### src/rtl/iram_ctrl_pkg.sv
// iram_ctrl_pkg
//   Shared constants and types for the instruction-RAM refill controller.
//   - iram_state_t    : refill FSM states (IDLE, FILL, DONE)
//   - IRAM_LINE_WORDS : default number of 32-bit words in one cache line
package iram_ctrl_pkg;

  typedef enum logic [1:0] {
    IDLE = 2'd0,
    FILL = 2'd1,
    DONE = 2'd2
  } iram_state_t;

  localparam int IRAM_LINE_WORDS = 4;

endpackage

### src/rtl/iram_ctrl.sv
// iram_ctrl
//   Responder side of the fetch unit's cache-miss refill interface. On a
//   miss it fetches one aligned cache line from instruction memory and hands
//   the words back to the fetch unit one at a time.
//
// Ports
//   clk          in   clock
//   nrst         in   synchronous active-low reset
//   miss_cache   in   refill request from the core (level)
//   ram_address  in   missing byte address, any alignment within the line
//   mem_word     out  refill word to the fetch unit
//   word_ready   out  one-cycle pulse: mem_word/word_offset valid
//   word_offset  out  index of mem_word within the line
//   busy         out  refill in progress (state != IDLE)
//   mem_req      out  read request to IRAM
//   mem_addr     out  word-aligned byte address of the request
//   mem_gnt      in   IRAM accepted the request (mem_req & mem_gnt)
//   mem_rvalid   in   read data valid, responses return in request order
//   mem_rdata    in   read data
module iram_ctrl
  import iram_ctrl_pkg::*;
#(
  parameter int PC_SIZE    = 32,
  parameter int WORD_SIZE  = 32,
  parameter int LINE_WORDS = IRAM_LINE_WORDS
) (
  input  logic                          clk,
  input  logic                          nrst,
  input  logic                          miss_cache,
  input  logic [PC_SIZE-1:0]            ram_address,
  output logic [WORD_SIZE-1:0]          mem_word,
  output logic                          word_ready,
  output logic [$clog2(LINE_WORDS)-1:0] word_offset,
  output logic                          busy,
  output logic                          mem_req,
  output logic [PC_SIZE-1:0]            mem_addr,
  input  logic                          mem_gnt,
  input  logic                          mem_rvalid,
  input  logic [WORD_SIZE-1:0]          mem_rdata
);

  localparam int OFF_W    = $clog2(LINE_WORDS);
  localparam int CNT_W    = OFF_W + 1;
  localparam int LINE_LSB = OFF_W + 2;

  localparam logic [CNT_W-1:0]   LAST_CNT  = CNT_W'(LINE_WORDS);
  localparam logic [PC_SIZE-1:0] LINE_MASK = PC_SIZE'((64'd1 << LINE_LSB) - 64'd1);

  iram_state_t          state_q, state_d;
  logic [PC_SIZE-1:0]   base_q, base_d;
  logic [CNT_W-1:0]     req_cnt_q, req_cnt_d;
  logic [CNT_W-1:0]     rsp_cnt_q, rsp_cnt_d;
  logic                 mem_req_q, mem_req_d;
  logic [PC_SIZE-1:0]   mem_addr_q, mem_addr_d;
  logic [WORD_SIZE-1:0] mem_word_q, mem_word_d;
  logic                 word_ready_q, word_ready_d;
  logic [OFF_W-1:0]     word_offset_q, word_offset_d;
  logic                 busy_q, busy_d;

  logic                 accept_req;
  logic                 accept_rsp;

  // A request counts only when IRAM grants it; a response counts only while
  // filling and only up to one line, so stale or surplus rvalid is dropped.
  assign accept_req = mem_req_q & mem_gnt;
  assign accept_rsp = (state_q == FILL) && mem_rvalid && (rsp_cnt_q != LAST_CNT);

  // Next-state logic for the refill FSM, the two counters and every
  // registered output. mem_req/mem_addr only move on a grant, so they stay
  // stable under backpressure; the request and response sides run
  // independently, allowing up to a full line in flight.
  always_comb begin
    state_d       = state_q;
    base_d        = base_q;
    req_cnt_d     = req_cnt_q;
    rsp_cnt_d     = rsp_cnt_q;
    mem_req_d     = mem_req_q;
    mem_addr_d    = mem_addr_q;
    mem_word_d    = mem_word_q;
    word_ready_d  = 1'b0;
    word_offset_d = word_offset_q;

    unique case (state_q)
      IDLE: begin
        if (miss_cache) begin
          state_d    = FILL;
          base_d     = ram_address & ~LINE_MASK;
          req_cnt_d  = '0;
          rsp_cnt_d  = '0;
          mem_req_d  = 1'b1;
          mem_addr_d = base_d;
        end
      end

      FILL: begin
        if (accept_req) begin
          req_cnt_d = req_cnt_q + 1'b1;
          mem_req_d = (req_cnt_d != LAST_CNT);
          // Leave the last granted address on the bus once the line is fully
          // requested rather than pointing past the end of the line.
          if (req_cnt_d != LAST_CNT) begin
            mem_addr_d = base_q + (PC_SIZE'(req_cnt_d) << 2);
          end
        end
        if (accept_rsp) begin
          mem_word_d    = mem_rdata;
          word_offset_d = rsp_cnt_q[OFF_W-1:0];
          word_ready_d  = 1'b1;
          rsp_cnt_d     = rsp_cnt_q + 1'b1;
          if (rsp_cnt_d == LAST_CNT) begin
            state_d = DONE;
          end
        end
      end

      DONE: begin
        // Wait for the core to drop its request so one miss gives one refill.
        if (!miss_cache) begin
          state_d = IDLE;
        end
      end

      default: begin
        state_d = IDLE;
      end
    endcase

    busy_d = (state_d != IDLE);
  end

  // State and output registers; reset abandons any refill in flight.
  always_ff @(posedge clk) begin
    if (!nrst) begin
      state_q       <= IDLE;
      base_q        <= '0;
      req_cnt_q     <= '0;
      rsp_cnt_q     <= '0;
      mem_req_q     <= 1'b0;
      mem_addr_q    <= '0;
      mem_word_q    <= '0;
      word_ready_q  <= 1'b0;
      word_offset_q <= '0;
      busy_q        <= 1'b0;
    end else begin
      state_q       <= state_d;
      base_q        <= base_d;
      req_cnt_q     <= req_cnt_d;
      rsp_cnt_q     <= rsp_cnt_d;
      mem_req_q     <= mem_req_d;
      mem_addr_q    <= mem_addr_d;
      mem_word_q    <= mem_word_d;
      word_ready_q  <= word_ready_d;
      word_offset_q <= word_offset_d;
      busy_q        <= busy_d;
    end
  end

  assign mem_word    = mem_word_q;
  assign word_ready  = word_ready_q;
  assign word_offset = word_offset_q;
  assign busy        = busy_q;
  assign mem_req     = mem_req_q;
  assign mem_addr    = mem_addr_q;

endmodule

### config.mk
export PLATFORM = sky130hd
export DESIGN_NAME = iram_ctrl
export DESIGN_NICKNAME = d
export VERILOG_FILES = /design/src/rtl/iram_ctrl_pkg.sv /design/src/rtl/iram_ctrl.sv
export SDC_FILE = /design/constraint.sdc
export NUM_CORES = 1
export LEC_CHECK = 0
export CAP_MARGIN = 30
export CORE_MARGIN = 5
export CORE_UTILIZATION = 50
export CTS_CLUSTER_SIZE = 28
export DETAILED_ROUTE_END_ITERATION = 7
export PLACE_DENSITY_LB_ADDON = 0.3
export SLEW_MARGIN = 40
export SYNTH_ARGS = -nofsm -noshare
export SYNTH_HDL_FRONTEND = slang
export SYNTH_SLANG_ARGS = --single-unit
### constraint.sdc
create_clock -name clk -period 3.4 [get_ports clk]
set_input_delay 0.34 -clock clk [delete_from_list [all_inputs] [get_ports clk]]
set_output_delay 0.34 -clock clk [all_outputs]
set_load 0.01 [all_outputs]
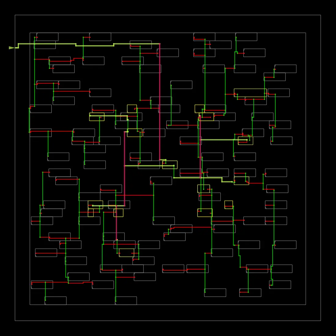
**Above:** run 1 (clock wiring as the flow saved it).
Clock buffer cells: 9
clk ins delay skew pair: 0.37 ns
Flops: 103
P_clk: 791 µW

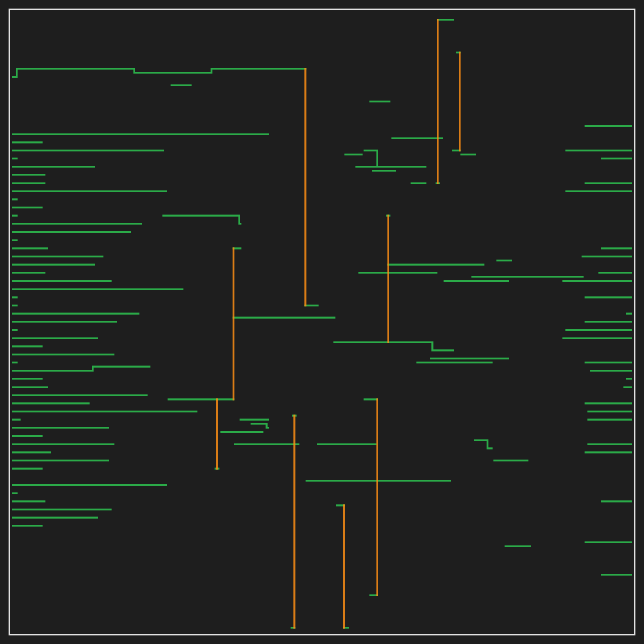
**Above:** run 1 (wiring by layer).
(6 px per µm) Two of the layers only.
Orange stands for metal 4, wire length 229 µm. Green stands for metal 3, wire length 1070 µm.
Routed Wire Length: 11.61 mm
Tot GR Track Use: 0.2085

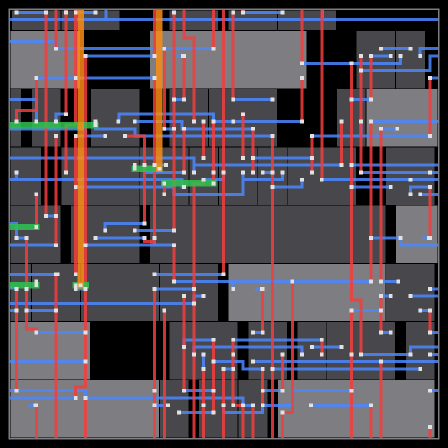
**Above:** run 1 (close-up of the layout).
Window x 68 to 88, y 68 to 88 µm. Cells in gray, sequential cells in the stronger gray; small squares are vias.
Red stands for metal 2. Green stands for metal 3. Blue stands for metal 1. Orange stands for metal 4.
Most frequent: nand2_1 (9), xor2_1 (5), dfxtp_1 (5). 35 logic cells have their middle in the window. Netlist names of flops here include base_q (5). Sequential cells in the window: 5.

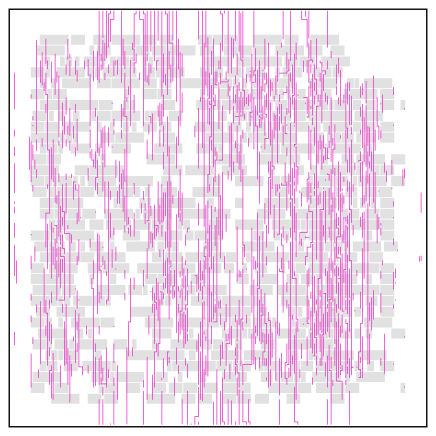
**Above:** run 1 (metal 2).
(4 px per µm)
The longest straight run is 40.1 µm. 600 nets have wire on it.

==> flow_summary.json, run 1 <==
{
  "top_logic_kind": "simple AND/OR/NAND/NOR gates",
  "drt_drc_violations_left": 0,
  "antenna_left": 0,
  "sh_comb_area": 0.3618,
  "slowest_delay_ns": 0.53,
  "top_cell": "nand2_1",
  "finalWorstSetupSlack_ns": 0.7757,
  "yosys.stat.seqShare": 0.4669,
  "fin_nets": 740,
  "ys_ff": 103,
  "synthTopCellsByCount": "nand2_1 (148), dfxtp_1 (103), a21oi_1 (84), nor2_1 (27)",
  "synthFlopType": "dfxtp_1",
  "path_cells": "ha_1 -> ha_1 -> inv_1 -> ha_1 -> ha_1 -> nand3_2 -> nor4_4 -> nand4_1 -> xor2_1 -> o22ai_1",
  "dr_wl_met3_mm": 1.070,
  "fillers": 733,
  "cts_buffers": 9,
  "io_buffers": 131,
  "r2r_slack_ns": 0.78,
  "maxPowerGroup": "sequential cells",
  "hold_depth": 2,
  "fp_util": 0.5089,
  "htreeDepth": 3,
  "cts_tree": "done",
  "outcome": "complete, no violations",
  "async_flop_share": 0,
  "yosysWarnings": 0,
  "comb_area_mm2": 0.002176,
  "nWellTaps": 108,
  "ys_cells": 549,
  "drive_gt1_frac": 0.05680,
  "via_per_inst": 5.454,
  "top_layer": "met4",
  "path_delay_family": "adder cells",
  "synth_top_cell_by_area": "dfxtp_1",
  "critPathRequiredTime_ns": 3.64,
  "dieHeight_um": 104.0,
  "holdPathEnd": "mem_word[10]",
  "cellLeakagePower_uw": 0.002168,
  "dr.pass1.iters": 4,
  "critPathSlowestCell": "nor4_4",
  "switching_share": 0.2896,
  "clock_area_frac": 0.03391,
  "flop_area_mm2": 0.002062,
  "grt_overflow": 0,
  "grt_pass1_vias": 4030,
  "wl_per_cell_um": 14.94,
  "avgSynthCellArea_um2": 8.045,
  "synthAoiAreaFrac": 0.1765,
  "fin_crit_ns": 2.624
}
-- run 1: cell usage in the layout, fill, tap and decap left out, types with 3 or more instances in the layout --
cell type	synthesis	layout
nand2_1	148	147
clkdlybuf4s50_1	0	131
dfxtp_1	103	103
a21oi_1	84	84
nor2_1	27	27
nand3_1	19	19
xor2_1	19	19
o21ai_0	12	12
a22oi_1	10	10
o22ai_1	10	10
clkbuf_8	0	9
inv_1	7	7
nor3_1	7	7
nand4_1	7	7
ha_1	7	7
o211ai_1	6	6
buf_4	2	6
xnor2_1	5	5
and3_1	4	4
and4_1	3	3
mux2i_1	3	3
-- run 1: layer usage --
layer / GRT usage / up-vias
li1: - / 2103
met1: 0.2352 / 1969
met2: 0.3543 / 146
met3: 0.08566 / 20
met4: 0.07216 / 0
met5: 0 / -
==> inputs of run 2 (changes only) <==
--- a/config.mk
+++ b/config.mk
@@ -7,7 +7,7 @@
 export LEC_CHECK = 0
 export CAP_MARGIN = 30
 export CORE_MARGIN = 5
-export CORE_UTILIZATION = 50
+export CORE_UTILIZATION = 47
 export CTS_CLUSTER_SIZE = 28
 export DETAILED_ROUTE_END_ITERATION = 7
 export PLACE_DENSITY_LB_ADDON = 0.3
==> constraint.sdc (replaced) <==
create_clock -name clk -period 2.6 [get_ports clk]
set_input_delay 0.26 -clock clk [delete_from_list [all_inputs] [get_ports clk]]
set_output_delay 0.26 -clock clk [all_outputs]
set_load 0.01 [all_outputs]
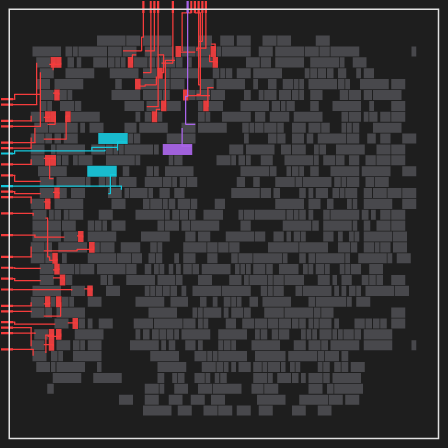
**Above:** run 2 (I/O nets highlighted).
(4 px per µm)
Red stands for mem_rdata, bits 32, direction input, end cells 32, buffers 32, wire 513 µm. Purple stands for busy, bits 1, direction output, end cells 1, buffers 1, wire 37.8 µm. Cyan stands for word_offset, bits 2, direction output, end cells 2, buffers 2, wire 70.4 µm.

==> flow_summary.json, run 2 <==
{
  "outcome": "complete, no violations",
  "worstSkewPairLatency_ns": 0.36,
  "ys_cells": 549,
  "pg_clk_uw": 923,
  "synth_top_cell_by_area": "dfxtp_1",
  "fin_crit_ns": 2.376,
  "nWellTaps": 111,
  "critPathRequiredTime_ns": 2.91,
  "cellLeakagePower_uw": 0.002188,
  "fp_util": 0.4803,
  "htreeDepth": 3,
  "ff_count": 103,
  "clock_area_frac": 0.02902,
  "sh_comb_area": 0.3598,
  "avgSynthCellArea_um2": 8.045,
  "path_delay_family": "simple AND/OR/NAND/NOR gates",
  "drive_gt1_frac": 0.06490,
  "totalWireLength_mm": 11.58,
  "top_layer": "met4",
  "slowest_delay_ns": 0.34,
  "fin_nets": 749,
  "ys_ff": 103,
  "lay_top_count": "nand2_1",
  "clockBufferCount": 11,
  "synthFlopType": "dfxtp_1",
  "cts_tree": "done",
  "io_buffers": 131,
  "final_layout_top_logic_cells": "nand2_1 (148), clkdlybuf4s50_1 (131), dfxtp_1 (103), a21oi_1 (84), nor2_1 (27)",
  "grtUsageMet3": 0.06442,
  "switching_share": 0.2904,
  "drt_drc_violations_left": 0,
  "grt_overflow": 0,
  "dr.pass1.iters": 4,
  "antenna_left": 0,
  "cts_buffers": 9
}
run 2: cell counts after synthesis:
Identical to the previous run, type by type.
run 2: worst register-to-register path, stage by stage (launching register included):
cell     delay (ns)
dfxtp_1        0.34
ha_1           0.21
ha_1           0.28
inv_1          0.07
ha_1           0.20
nand4_1        0.21
nor4_4         0.30
buf_4          0.20
nor3b_1        0.23
o21ai_0        0.15
a21oi_1        0.14
run 2: worst min path at each step:
stage	start	slack, ns	to	cells past startpoint
after global routing	mem_rdata[0]	0.43	mem_word[0]	3
final	mem_rdata[0]	0.43	mem_word[0]	3
after floorplan	ram_address[4]	0.40	base_q[4]	2
after detailed placement	mem_word[10]	0.45	mem_word[10]	2
after CTS	mem_rdata[0]	0.41	mem_word[0]	3
after global placement	mem_word[22]	0.44	mem_word[22]	2
==> inputs of run 3 (changes only) <==
--- a/config.mk
+++ b/config.mk
@@ -11,7 +11,7 @@
 export CTS_CLUSTER_SIZE = 28
 export DETAILED_ROUTE_END_ITERATION = 7
 export PLACE_DENSITY_LB_ADDON = 0.3
-export SLEW_MARGIN = 40
+export RECOVER_POWER = 50
 export SYNTH_ARGS = -nofsm -noshare
 export SYNTH_HDL_FRONTEND = slang
 export SYNTH_SLANG_ARGS = --single-unit
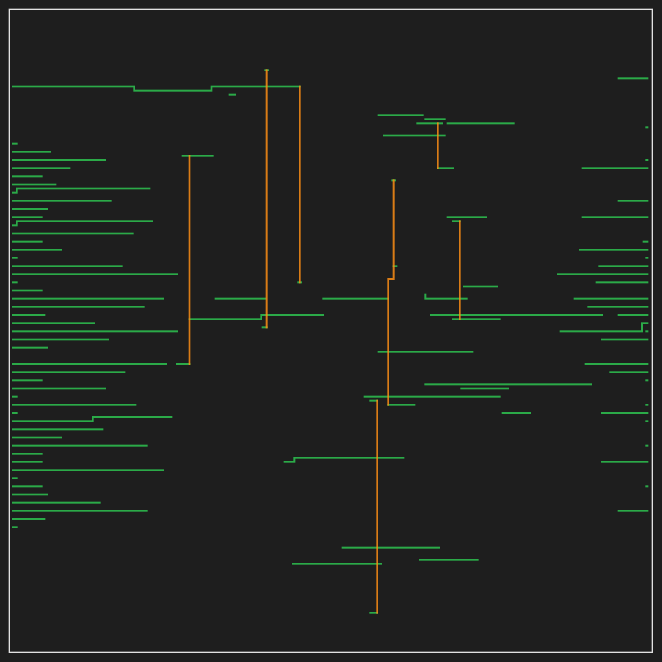
**Above:** run 3 (wiring by layer).
(6 px per µm) Two of the layers only.
Orange stands for metal 4, wire length 208 µm. Green stands for metal 3, wire length 1070 µm.
Avg WL per Cell: 14.59 µm
Tot GR Track Use: 0.2008
Routed Wire Length: 11.51 mm

==> flow_summary.json, run 3 <==
{
  "grtUsageMet3": 0.06442,
  "grt_overflow": 0,
  "cellLeakagePower_uw": 0.002386,
  "fin_crit_ns": 2.394,
  "ff_count": 103,
  "synthFlopType": "dfxtp_1",
  "critPathRequiredTime_ns": 2.90,
  "clockBufferCount": 11,
  "clock_area_frac": 0.02912,
  "ys_ff": 103,
  "sh_comb_area": 0.3589,
  "fp_util": 0.4803,
  "antenna_left": 0,
  "final_layout_top_logic_cells": "nand2_1 (148), dfxtp_1 (103), a21oi_1 (84), dlygate4sd3_1 (67), clkdlybuf4s50_1 (64)",
  "synth_top_cell_by_area": "dfxtp_1",
  "cts_buffers": 9,
  "cts_tree": "done",
  "drive_gt1_frac": 0.05900,
  "worstSkewPairLatency_ns": 0.36,
  "lay_top_count": "nand2_1",
  "pre_cts_ws_ns": 0.1572,
  "dr.pass1.iters": 5,
  "p_sw_uw": 973.8,
  "pg_clk_uw": 921,
  "ys_cells": 549,
  "p_seq_uw": 1770,
  "avgSynthCellArea_um2": 8.045,
  "nWellTaps": 111,
  "largest_class": "logic gates",
  "io_buffers": 131,
  "path_delay_family": "simple AND/OR/NAND/NOR gates",
  "switching_share": 0.2910,
  "worstHoldStart": "mem_rdata[0]",
  "hold_depth": 3,
  "dieHeight_um": 106.9,
  "drt_drc_violations_left": 0,
  "htreeDepth": 3,
  "slowest_delay_ns": 0.34,
  "top_layer": "met4",
  "outcome": "complete, no violations"
}
-- run 3: worst reg2reg max path: stages (launching register included) --
cell and delay (ns):
dfxtp_1 0.34, ha_1 0.21, ha_1 0.28, inv_1 0.07, ha_1 0.21, nand4_1 0.21, nor4_4 0.30, buf_4 0.20
nor3b_1 0.23, o21ai_0 0.14, a21oi_1 0.16
-- run 3: cell families after synthesis --
logic type,after synthesis,share of synthesized area
other,1,0.0008490
AOI/OAI and AO/OA,136,0.1765
and+or+nand+nor,230,0.2374
xor gates and xnor gates,24,0.04759
buffers and inverters,45,0.04419
muxes,3,0.006799
adders and majority gates,7,0.01983
DFF,103,0.4669
-- run 3: timing repair --
action,in CTS,in global routing
endpoints found under the setup margin,0,7
hold buffers,0,0
setup buffers,0,2
No activity file was given, so power comes from the tool's default toggle rates.
